<file path="src/rtl/piso_shift_tx_pkg.sv">
// Shared definitions for the piso_shift_tx transmitter: FSM state encoding and
// the bit-counter width helper.
package piso_shift_tx_pkg;

    typedef enum logic {
        ST_IDLE  = 1'b0,
        ST_SHIFT = 1'b1
    } state_e;

    // Counter width for a WIDTH-bit word; at least one bit even for WIDTH=2.
    function automatic int cnt_width(input int w);
        return (w > 2) ? $clog2(w) : 1;
    endfunction

endpackage

</file>
<file path="src/rtl/piso_shift_tx_bit_counter.sv">
// Modulo-WIDTH up-counter with enable, synchronous clear and a terminal-count
// flag qualified by the enable, used as the end-of-word indication.
module piso_shift_tx_bit_counter #(
    parameter int WIDTH = 4,
    parameter int CW    = 2
) (
    input  logic clk,
    input  logic rst,
    input  logic en,
    input  logic clr,
    output logic tc
);

    localparam logic [CW-1:0] LAST = CW'(WIDTH - 1);
    localparam logic [CW-1:0] ONE  = CW'(1);
    localparam logic [CW-1:0] ZERO = CW'(0);

    logic [CW-1:0] cnt_r;

    assign tc = en && (cnt_r == LAST);

    // Count bit positions while enabled; wrap to zero after the last bit.
    always_ff @(posedge clk) begin
        if (rst) begin
            cnt_r <= ZERO;
        end else if (clr) begin
            cnt_r <= ZERO;
        end else if (en) begin
            if (cnt_r == LAST) begin
                cnt_r <= ZERO;
            end else begin
                cnt_r <= cnt_r + ONE;
            end
        end else begin
            cnt_r <= cnt_r;
        end
    end

endmodule

</file>
<file path="src/rtl/piso_shift_tx.sv">
// Parallel-in serial-out transmitter with valid/ready load and end-of-word pulse.
// Define PISO_TX_BACK_TO_BACK_EN to accept the next word during the last-bit cycle.
module piso_shift_tx
    import piso_shift_tx_pkg::*;
#(
    parameter int WIDTH     = 4,
    parameter int MSB_FIRST = 1
) (
    input  logic             clk,
    input  logic             rst,
    input  logic             load,
    input  logic [WIDTH-1:0] din,
    output logic             ready,
    output logic             out,
    output logic             out_valid,
    output logic             busy,
    output logic             done
);

    localparam int CW = cnt_width(WIDTH);

    state_e           state_r;
    state_e           state_nx_s;
    logic [WIDTH-1:0] sreg_r;
    logic [WIDTH-1:0] sreg_nx_s;
    logic             ready_s;
    logic             accept_s;
    logic             done_s;
    logic             shifting_s;
    logic             out_s;

    assign shifting_s = (state_r == ST_SHIFT);

`ifdef PISO_TX_BACK_TO_BACK_EN
    assign ready_s = (state_r == ST_IDLE) || done_s;
`else
    assign ready_s = (state_r == ST_IDLE);
`endif

    assign accept_s = load && ready_s;

    piso_shift_tx_bit_counter #(
        .WIDTH (WIDTH),
        .CW    (CW)
    ) u_bit_counter (
        .clk (clk),
        .rst (rst),
        .en  (shifting_s),
        .clr (accept_s),
        .tc  (done_s)
    );

    // Next-state and shift-register update; an accepted word overrides the shift.
    always_comb begin
        state_nx_s = state_r;
        sreg_nx_s  = sreg_r;
        case (state_r)
            ST_SHIFT: begin
                if (MSB_FIRST != 0) begin
                    sreg_nx_s = {sreg_r[WIDTH-2:0], 1'b0};
                end else begin
                    sreg_nx_s = {1'b0, sreg_r[WIDTH-1:1]};
                end
                if (done_s) begin
                    state_nx_s = ST_IDLE;
                end else begin
                    state_nx_s = ST_SHIFT;
                end
            end
            ST_IDLE: begin
                state_nx_s = ST_IDLE;
            end
            default: begin
                state_nx_s = ST_IDLE;
            end
        endcase
        if (accept_s) begin
            sreg_nx_s  = din;
            state_nx_s = ST_SHIFT;
        end else begin
            sreg_nx_s = sreg_nx_s;
        end
    end

    // State and shift register, synchronous reset.
    always_ff @(posedge clk) begin
        if (rst) begin
            state_r <= ST_IDLE;
            sreg_r  <= {WIDTH{1'b0}};
        end else begin
            state_r <= state_nx_s;
            sreg_r  <= sreg_nx_s;
        end
    end

    // Serial bit is forced low outside a word.
    always_comb begin
        out_s = 1'b0;
        if (shifting_s) begin
            if (MSB_FIRST != 0) begin
                out_s = sreg_r[WIDTH-1];
            end else begin
                out_s = sreg_r[0];
            end
        end else begin
            out_s = 1'b0;
        end
    end

    assign ready     = ready_s;
    assign out       = out_s;
    assign out_valid = shifting_s;
    assign busy      = shifting_s;
    assign done      = done_s;

endmodule

</file>
<file path="config.mk">
export PLATFORM = sky130hd
export DESIGN_NAME = piso_shift_tx
export DESIGN_NICKNAME = d
export VERILOG_FILES = /design/src/rtl/piso_shift_tx_pkg.sv /design/src/rtl/piso_shift_tx_bit_counter.sv /design/src/rtl/piso_shift_tx.sv
export SDC_FILE = /design/constraint.sdc
export NUM_CORES = 1
export LEC_CHECK = 0
export ABC_AREA = 1
export CAP_MARGIN = 10
export CORE_AREA = 2 2 39 41
export DETAILED_ROUTE_END_ITERATION = 8
export DIE_AREA = 0 0 41 43
export GPL_ROUTABILITY_DRIVEN = 0
export HOLD_SLACK_MARGIN = 0.15
export RECOVER_POWER = 50
export SYNTH_ARGS = -nofsm -noshare
export SYNTH_HDL_FRONTEND = slang
export SYNTH_SLANG_ARGS = --single-unit
</file>
<file path="constraint.sdc">
create_clock -name clk -period 2.9 [get_ports clk]
set_clock_uncertainty 0.2 [all_clocks]
set_input_delay 0.435 -clock clk [delete_from_list [all_inputs] [get_ports clk]]
set_output_delay 0.435 -clock clk [all_outputs]
set_load 0.01 [all_outputs]
</file>
==> changes_impl.md <==
## Flow update

- Status: completed
- Seq group: 0.000107 W
- Logic area: 143 sq um
- Number of global-route vias before repair: approximately 270
- Total negative slack: 0 ns
- Initial antenna violation count: 0
- Synth area leaders: dfxtp_1 (42%), nand2_1 (20%), nand3_1 (10%)
- PD cells: 485 nW/um^2
- Crit path required time: 2.27 ns
- Bufs on Longest Clock Path: 2
- Top routing layer used: met3
- Cells after Synth: 48
- Final hold violations: 0
- Placed wire-length estimate: around 510 microns
- Worst-margin pin slew: 0.370 ns
- Pre-CTS setup slack: 0.988 ns
- Internal power: 0.000173 W
- Slew Limit Headroom: 75.3%
- Flip-flops with a built-in enable: 0
- R2r endpoint: sreg_r[3]
- Share of cells above drive strength 1: approximately 8.2%
- Worst Path Max Fanout: 11
- Slowest stage cell, crit path: dfxtp_1
- Max-area cell share: 41.8%
- Combinational power share: 14.7%
- FF-to-FF setup slack: roughly 1.6 ns
- Dominant cell by count in the synthesized netlist: nand2_1
- Post-CTS Resized: 0
- Syn avg cell area: between 6 and 7 sq um
- Crit path kind: flop to output port
- M1 GR Usage: under 10%
- Die area: 1760 sq um
- Met3 global-route usage: 3.14%
- Utilization after layout: 33.6%
- CTS tree: done
- Arrival time at the worst endpoint: 1.48 ns
- Hold Crit Endpoint: u_bit_counter.cnt_r[1]
- Leakage power: 0.222 nW
- Post-DR vias/cell: about 4.2
- Core area: roughly 1400 sq um
- Gr ovfl total: 0
- Die X: 41 microns
- R2r startpoint: busy
- Final #Nets: 70
- Fp_density: 24.2%
- Tool warnings: 26
- Nets at Floorplan: 56
- Hold Path Depth: 2
- CTS H-tree lvls: 1
- Drc violations: 0
## cell usage in the layout (no fill, tap or decap), drive strengths merged
cell           count
ha                 1
nand2             18
inv                6
a21oi              3
dfxtp              7
clkbuf             4
dlygate4sd3        1
clkdlybuf4s50     10
nand3              7
nor2               2
nor3               1
clkinv             1
## kinds of logic (layout without fill, tap and decap cells)
family	count (synthesis)	in the layout	share of synthesized area, %
buffers and inverters	9	22	13.4
AOI/OAI and AO/OA	3	3	4.48
DFF	7	7	41.8
and+or+nand+nor	28	28	36.6
adders and majority gates	1	1	3.73
## state kept, by name, indices dropped and copies added, names as in the netlist
register             flops
u_bit_counter.cnt_r      2
sreg_r                   4
busy                     1
## layout make-up
class,count,share of cell area [%]
multi-input cells,32,30.6
flip-flops and latches,7,30.1
repair buffers,11,23.7
clock buffers,4,5.65
inverters,7,5.65
well taps,16,4.30
## how the worst max path moves through the flow
stage | startpoint | endpoint | slack, ns
floorplan | busy | out | 1.60
global placement | busy | done | 1.02
detailed placement | busy | done | 0.99
CTS | busy | done | 0.72
global route | busy | done | 0.70
finish | busy | done | 0.79
## critical path, delay by kind of cell (launching register included)
kind,cells,cell delay (ns)
flip-flops,1,0.54
buffers and inverters,2,0.59
AND/OR/NAND/NOR,1,0.11
## stage by stage
stage,std cells,total power (W),instance area [sq um],hold WS (ns)
2_1_floorplan,48,0.000128,335,0.233
5_1_grt,77,0.000243,465,0.303
3_5_place_dp,73,0.000144,447,0.260
4_1_cts,77,0.000231,473,0.268
3_3_place_gp,73,0.000144,447,0.255
6_report,77,0.000226,465,0.268
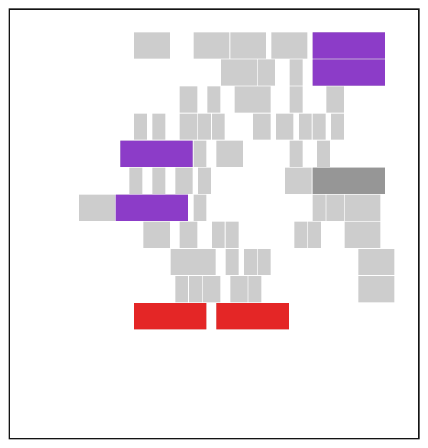
*Where the registers sit*
Other sequential cells in the stronger grey, the rest of the logic in the fainter grey.
Key: purple = sreg_r [sequential cells 4]; red = u_bit_counter.cnt_r [sequential cells 2]
Another 1 sequential cells are not coloured.

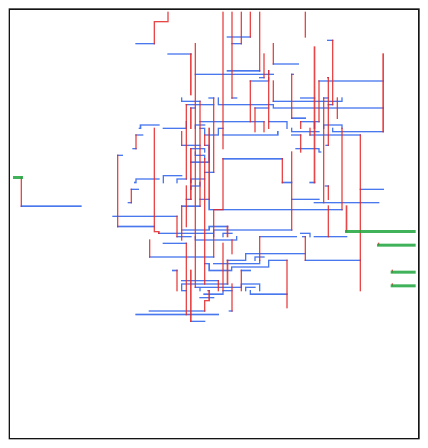
*Wiring by layer*
Key: red = met2 [wire length 331 microns]; blue = met1 [wire length 307 microns]; green = met3 [wire length 15.4 microns]
Detailed Route WL: 653 microns
wire length per cell: 8.48 microns
GRT Total Usage: 8.42%

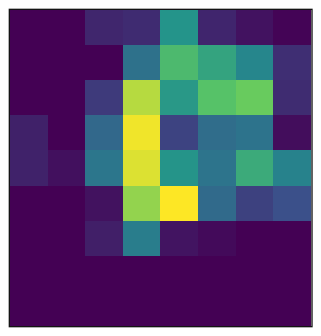
*Wiring heat map*
8 x 9 tiles, from dark purple (low) to yellow (high), scaled to the fullest tile. Values are wire area over tile area, all layers added.
18% of the tiles are over half the peak. 43% of the tiles are nearly empty. The mean over all tiles is 0.057. The emptiest ninth of the die: bottom right.
via count: 327

Power is estimated from default activity; no workload was simulated.
